**Routing congestion**

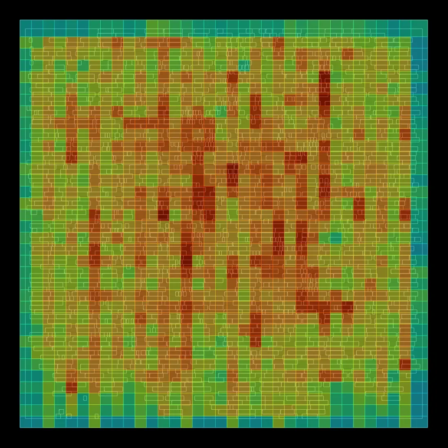
**Routed metal, one color a layer**

Only two layers are drawn.
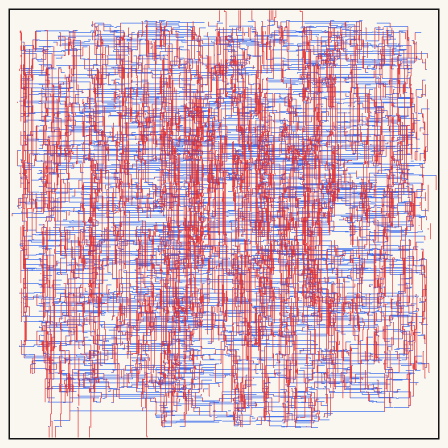
<file path="src/rtl/dct_xpose_ctrl_if.sv">
// Handshake bundle between the row-pass stage, the transpose controller and the column-pass stage.
// Master side drives samples in and accepts transposed samples out; slave side is the controller.
interface dct_xpose_ctrl_if #(
  parameter int unsigned DW = 12
);
  logic                 ena_in;
  logic signed [DW-1:0] d_in;
  logic                 rdy_out;
  logic                 ena_out;
  logic signed [DW-1:0] d_out;
  logic                 rdy_in;
  logic                 sob_out;

  modport master (
    output ena_in, d_in, rdy_in,
    input  rdy_out, ena_out, d_out, sob_out
  );

  modport slave (
    input  ena_in, d_in, rdy_in,
    output rdy_out, ena_out, d_out, sob_out
  );
endinterface

</file>
<file path="src/rtl/dct_xpose_ctrl.sv">
// Transpose buffer controller: row-major writes, column-major replay, bank sequencing and handshakes.
// Define DCT_XPOSE_DBLBUF_EN for two ping-pong banks; otherwise a single bank is used.
module dct_xpose_ctrl #(
  parameter int unsigned DW = 12,
  parameter int unsigned N  = 8
) (
  input  logic             clk,
  input  logic             rst,
  dct_xpose_ctrl_if.slave  bus
);

  localparam int unsigned LN = $clog2(N);
  localparam int unsigned AW = 2 * LN;
  localparam logic [AW-1:0] LastIdx = AW'(N * N - 1);
`ifdef DCT_XPOSE_DBLBUF_EN
  localparam int unsigned NB = 2;
`else
  localparam int unsigned NB = 1;
`endif
  localparam int unsigned MW = AW + $clog2(NB);

  typedef enum logic [1:0] {BkEmpty, BkFilling, BkFull, BkDraining} bank_st_e;

  bank_st_e             st_q [2];
  bank_st_e             st_d [2];
  logic                 wr_bank_q, wr_bank_d;
  logic                 rd_bank_q, rd_bank_d;
  logic [AW-1:0]        w_q, k_q;
  logic                 rdy_q, rdy_d;

  logic signed [DW-1:0] mem [NB*N*N];
  logic signed [DW-1:0] rdata_q;
  logic                 rd_vld_q, rd_first_q;
  logic signed [DW-1:0] d_out_q;
  logic                 ena_q, sob_q;
`ifndef DCT_XPOSE_DBLBUF_EN
  logic                 rd_last_q, out_last_q;
`endif

  logic          adv, wr_fire, rd_avail, rd_issue, out_xfer;
  logic [MW-1:0] waddr, raddr;

  always_comb begin
    // Pipeline advances when the output register is empty or being consumed.
    adv      = !ena_q || bus.rdy_in;
    wr_fire  = bus.ena_in && rdy_q;
    rd_avail = (st_q[rd_bank_q] == BkFull) ||
               ((st_q[rd_bank_q] == BkDraining) && (k_q != '0));
    rd_issue = adv && rd_avail;
    out_xfer = ena_q && bus.rdy_in;
`ifdef DCT_XPOSE_DBLBUF_EN
    waddr = {wr_bank_q, w_q};
    raddr = {rd_bank_q, k_q[LN-1:0], k_q[AW-1:LN]};
`else
    waddr = w_q;
    raddr = {k_q[LN-1:0], k_q[AW-1:LN]};
`endif
  end

  always_comb begin
    for (int b = 0; b < 2; b++) st_d[b] = st_q[b];
    wr_bank_d = wr_bank_q;
    rd_bank_d = rd_bank_q;
    if (wr_fire) begin
      if (w_q == LastIdx) begin
        st_d[wr_bank_q] = BkFull;
`ifdef DCT_XPOSE_DBLBUF_EN
        wr_bank_d = ~wr_bank_q;
`endif
      end else begin
        st_d[wr_bank_q] = BkFilling;
      end
    end
    if (rd_issue) begin
`ifdef DCT_XPOSE_DBLBUF_EN
      // Once the last read has left the RAM the bank may be refilled; this keeps ping-pong gapless.
      if (k_q == LastIdx) begin
        st_d[rd_bank_q] = BkEmpty;
        rd_bank_d = ~rd_bank_q;
      end else begin
        st_d[rd_bank_q] = BkDraining;
      end
`else
      st_d[rd_bank_q] = BkDraining;
`endif
    end
`ifndef DCT_XPOSE_DBLBUF_EN
    if (out_xfer && out_last_q) st_d[0] = BkEmpty;
`endif
    rdy_d = (st_d[wr_bank_d] == BkEmpty) || (st_d[wr_bank_d] == BkFilling);
  end

  always_ff @(posedge clk or negedge rst) begin
    if (!rst) begin
      for (int b = 0; b < 2; b++) st_q[b] <= BkEmpty;
      wr_bank_q  <= 1'b0;
      rd_bank_q  <= 1'b0;
      w_q        <= '0;
      k_q        <= '0;
      rdy_q      <= 1'b0;
      rd_vld_q   <= 1'b0;
      rd_first_q <= 1'b0;
      d_out_q    <= '0;
      ena_q      <= 1'b0;
      sob_q      <= 1'b0;
`ifndef DCT_XPOSE_DBLBUF_EN
      rd_last_q  <= 1'b0;
      out_last_q <= 1'b0;
`endif
    end else begin
      for (int b = 0; b < 2; b++) st_q[b] <= st_d[b];
      wr_bank_q <= wr_bank_d;
      rd_bank_q <= rd_bank_d;
      rdy_q     <= rdy_d;
      if (wr_fire)  w_q <= w_q + 1'b1;
      if (rd_issue) k_q <= k_q + 1'b1;
      if (adv) begin
        rd_vld_q   <= rd_issue;
        rd_first_q <= rd_issue && (k_q == '0);
        ena_q      <= rd_vld_q;
        sob_q      <= rd_vld_q && rd_first_q;
        if (rd_vld_q) d_out_q <= rdata_q;
`ifndef DCT_XPOSE_DBLBUF_EN
        rd_last_q  <= rd_issue && (k_q == LastIdx);
        out_last_q <= rd_vld_q && rd_last_q;
`endif
      end
    end
  end

  // Storage is plain synchronous RAM; stale contents are harmless because bank state gates reads.
  always_ff @(posedge clk) begin
    if (wr_fire)  mem[waddr] <= bus.d_in;
    if (rd_issue) rdata_q <= mem[raddr];
  end

  assign bus.rdy_out = rdy_q;
  assign bus.ena_out = ena_q;
  assign bus.d_out   = d_out_q;
  assign bus.sob_out = sob_q;

endmodule

</file>
<file path="src/flat_wrapper.sv">
// flat-port wrapper written by rule: the top's interface ports become plain ports
module dct_xpose_ctrl_flat 
#(
  parameter int unsigned DW = 12,
  parameter int unsigned N  = 8
)
  (clk, rst, bus_ena_in, bus_d_in, bus_rdy_in, bus_rdy_out, bus_ena_out, bus_d_out, bus_sob_out);
  dct_xpose_ctrl_if #(.DW(DW)) bus_i ();
  input  logic clk;
  input  logic rst;
  input wire logic [$bits(bus_i.ena_in)-1:0] bus_ena_in;
  input wire logic [$bits(bus_i.d_in)-1:0] bus_d_in;
  input wire logic [$bits(bus_i.rdy_in)-1:0] bus_rdy_in;
  output wire logic [$bits(bus_i.rdy_out)-1:0] bus_rdy_out;
  output wire logic [$bits(bus_i.ena_out)-1:0] bus_ena_out;
  output wire logic [$bits(bus_i.d_out)-1:0] bus_d_out;
  output wire logic [$bits(bus_i.sob_out)-1:0] bus_sob_out;
  assign bus_i.ena_in = bus_ena_in;
  assign bus_i.d_in = bus_d_in;
  assign bus_i.rdy_in = bus_rdy_in;
  assign bus_rdy_out = bus_i.rdy_out;
  assign bus_ena_out = bus_i.ena_out;
  assign bus_d_out = bus_i.d_out;
  assign bus_sob_out = bus_i.sob_out;
  dct_xpose_ctrl #(.DW(DW), .N(N)) u_core (.clk(clk), .rst(rst), .bus(bus_i));
endmodule
</file>
<file path="config.mk">
export PLATFORM = sky130hd
export DESIGN_NAME = dct_xpose_ctrl_flat
export DESIGN_NICKNAME = d
export VERILOG_FILES = /design/src/rtl/dct_xpose_ctrl_if.sv /design/src/rtl/dct_xpose_ctrl.sv /design/src/flat_wrapper.sv
export SDC_FILE = /design/constraint.sdc
export NUM_CORES = 1
export LEC_CHECK = 0
export CAP_MARGIN = 15
export CORE_MARGIN = 3
export CORE_UTILIZATION = 55
export CTS_CLUSTER_SIZE = 30
export DETAILED_ROUTE_END_ITERATION = 12
export HOLD_SLACK_MARGIN = 0.03
export PLACE_DENSITY_LB_ADDON = 0.08
export SYNTH_ARGS = -nofsm -noshare
export SYNTH_HDL_FRONTEND = slang
export SYNTH_SLANG_ARGS = --single-unit
export TNS_END_PERCENT = 30
</file>
<file path="constraint.sdc">
create_clock -name clk -period 5.2 [get_ports clk]
set_input_delay 1.3 -clock clk [delete_from_list [all_inputs] [get_ports clk]]
set_output_delay 1.3 -clock clk [all_outputs]
set_load 0.03 [all_outputs]
</file>
==> notes.md <==
flow finished, numbers: clock slew at reported path FFs=0.06 ns, CP endpoint=u_core.mem[40][3]$_DFFE_PP_, power per cell area=between 300 and 400 mW/mm², leakage=about 11 nW, maxcap violations=0, dpl hpwl=44,400 µm, fraction of layout cells with a size suffix above 1=25.0%, FF-to-FF Start=u_core.k_q[3]$_DFFE_PN0N_, Hold Buf Count CTS=0, final setup violation count=0, ANT nets after route=0, Clock buffer cells=105, Commonest cells post-synth=edfxtp_1 (780), mux4_2 (169), nor2_1 (75), total design power=13.0 mW, fraction of area in non-clock buffers=2.58%, comb pwr=~0.13 mW, cell type with the largest total area=edfxtp_1, Setup CP Type=in -> reg, Slew HR=18.7%, slew of the pin with the lowest slew margin=1.22 ns, count of library flops with an enable pin=780, largest net degree at the start of global routing=65, Rows=86, final hold violations=0, Logic cell area=0.00661 mm², post-cts sizing count=0, Top pwr grp=sequential cells, n_taps=748, clk sink count=813, number of global-route vias before repair=around 16,000, inverter count=6, Die X=245 µm, DR vias/cell=6.36, root buf cell=clkbuf_16, clock share of power=43.8%, top-area cell type share of the netlist area=74.8%, worst path required time=5.44 ns, Remaining Overflow, GRT=0, core box area=about 0.056 mm², dominant cell by count in the synthesized netlist=edfxtp_1, fillers=3,863, setup ws final=1.73 ns, Post-Syn Area=about 0.031 mm², cycle use final=66.7%, P_int=10.5 mW, first-pass GRT wire length=between 100,000 and 150,000 µm, drc violations=0, CTS tree=done, Reg power frac=55.2%, Area-dominant class=registers, Mapped Nets=1,495, top_reg_cell synth=edfxtp_1, async set-reset flop share out of synthesis=4.06%, logic share of the area=18.7%, Setup TNS=0 ns, I/O Pins=31, Flop+latch power=a little over 7 mW, Post-CTS Setup Repair Bufs=0, Setup Skew=0.0202 ns, Signal buffers=114, cts bufs inserted=82, drt first pass iters=5, Latency at later pin=0.63 ns, hold-critical path depth=1, Worst EP arrival=about 3.7 ns, peak supply drop=278 µV, fp util=56.2%, pre-CTS setup slack=1.01 ns, Logic pwr share=1.0%, Reg2Reg Depth=5, RR Endpoint=u_core.rdata_q[4]$_DFFE_PN_, DRT iter0 DRCs=1,897, status=complete, no violations, chip area=0.0599 mm², Net Sw Power=2.51 mW, Slew Limit Fails=0, Logic Gate Count=577, area delta synth->final=12.9%, # nets final=1,613, fraction of area in registers=68.6%, H-tree Lvls=3, RSZ-0062 raised after global routing=false, ClkCell Share=7.39%, Tmin final=around 3.5 ns, HP Start=u_core.rdata_q[4]$_DFFE_PN_, ys cells=between 1,000 and 1,500, Ant. Diodes=0, fmax=between 200 and 300 MHz, flop count=813, syn_area_per_cell=21.2 µm², Synth Warn #=0, maximum clock insertion buffer count=3, startpoint class of the critical path=primary input, switching part of the total=19.3%, GP Congestion=0.852, Distinct lib cells used=about 45, Tool Warnings=27, Post-Syn Instances=1,476, hold crit path type=reg -> reg, die height=245 µm, P_clk=5.69 mW, synth top area cells=edfxtp_1 (75%), mux4_2 (12%), dfrtp_1 (2.6%), mux2i_1 (2.1%), nor2_1 (0.90%), CP Max Fanout=12, FF/Latch Area=0.0243 mm², Crit. End Element=flop, IO Port Bufs=30
## Picture notes: 'routing congestion'
final core occ: 63.4%
met3 usage: 4.28%
GRT met2 Usage: 39.3%
GRT Overall Usage: 25.2%

## Picture notes: 'routed metal, one color a layer'
color	layer	wire length
red	met2	35.0 mm
blue	met1	30.9 mm
wire length per cell: 30.4 µm
detailed-route via count: 15,300
Routed WL: 73,100 µm

[worst max-delay path, cell delays in order]
cell             delay, ns
clkdlybuf4s50_1       0.55
nand2_1               0.13
nor2_1                0.29
nand2_1               0.48
nor2_1                0.95
[placed cells by master, fill, tap and decap left out, drive strengths merged, types with 17 or more instances in the layout]
master         Yosys  final
clkdlybuf4s50      0     17
nor3              25     25
clkbuf            24    105
a221oi            24     24
o21ai             25     25
dfrtp             33     33
nand2             31     31
buf               56     97
o22ai             29     29
mux4             169    169
clkinv             0     34
mux2i             67     67
edfxtp           780    780
nor2              75     75
mux2              18     18
[state kept, by name, indices dropped and copies added (netlist names), 2 cells and up]
name              flops
u_core.st_q           2
u_core.mem          768
u_core.bus.d_out     12
u_core.rdata_q       12
u_core.w_q            6
u_core.k_q            6
[routing by layer]
layer	track usage (%)	vias to the layer above	share of wire (%)
met2	39.3	701	48
li1	-	6422	-
met4	6.55	2	2.3
met5	0	-	0.016
met3	4.28	118	7.6
met1	38.0	8072	42
[logic make-up (layout without fill, tap and decap cells)]
logic type	count (synthesis)	in the layout	share of synthesized area [%]
XOR/XNOR	9	9	0.252
AND-OR/OR-AND	140	140	3.27
multiplexers	254	254	14.9
adder cells (fa/ha/maj)	3	3	0.120
buffers and inverters	86	271	1.49
flip-flops	813	813	77.4
AND/OR/NAND/NOR	171	171	2.52
[stage by stage]
step | std cells | util (%) | hold slack (ns) | cell area [µm²]
after global placement | 2256 | 58.7 | 0.466 | 32700
after detailed placement | 2257 | 58.7 | 0.467 | 32700
final | 2409 | 63.4 | 0.480 | 35400
after CTS | 2408 | 63.4 | 0.482 | 35300
after global routing | 2409 | 63.4 | 0.490 | 35400
after floorplan | 1476 | - | 0.455 | 31300
Power and IR drop assume default switching activity.
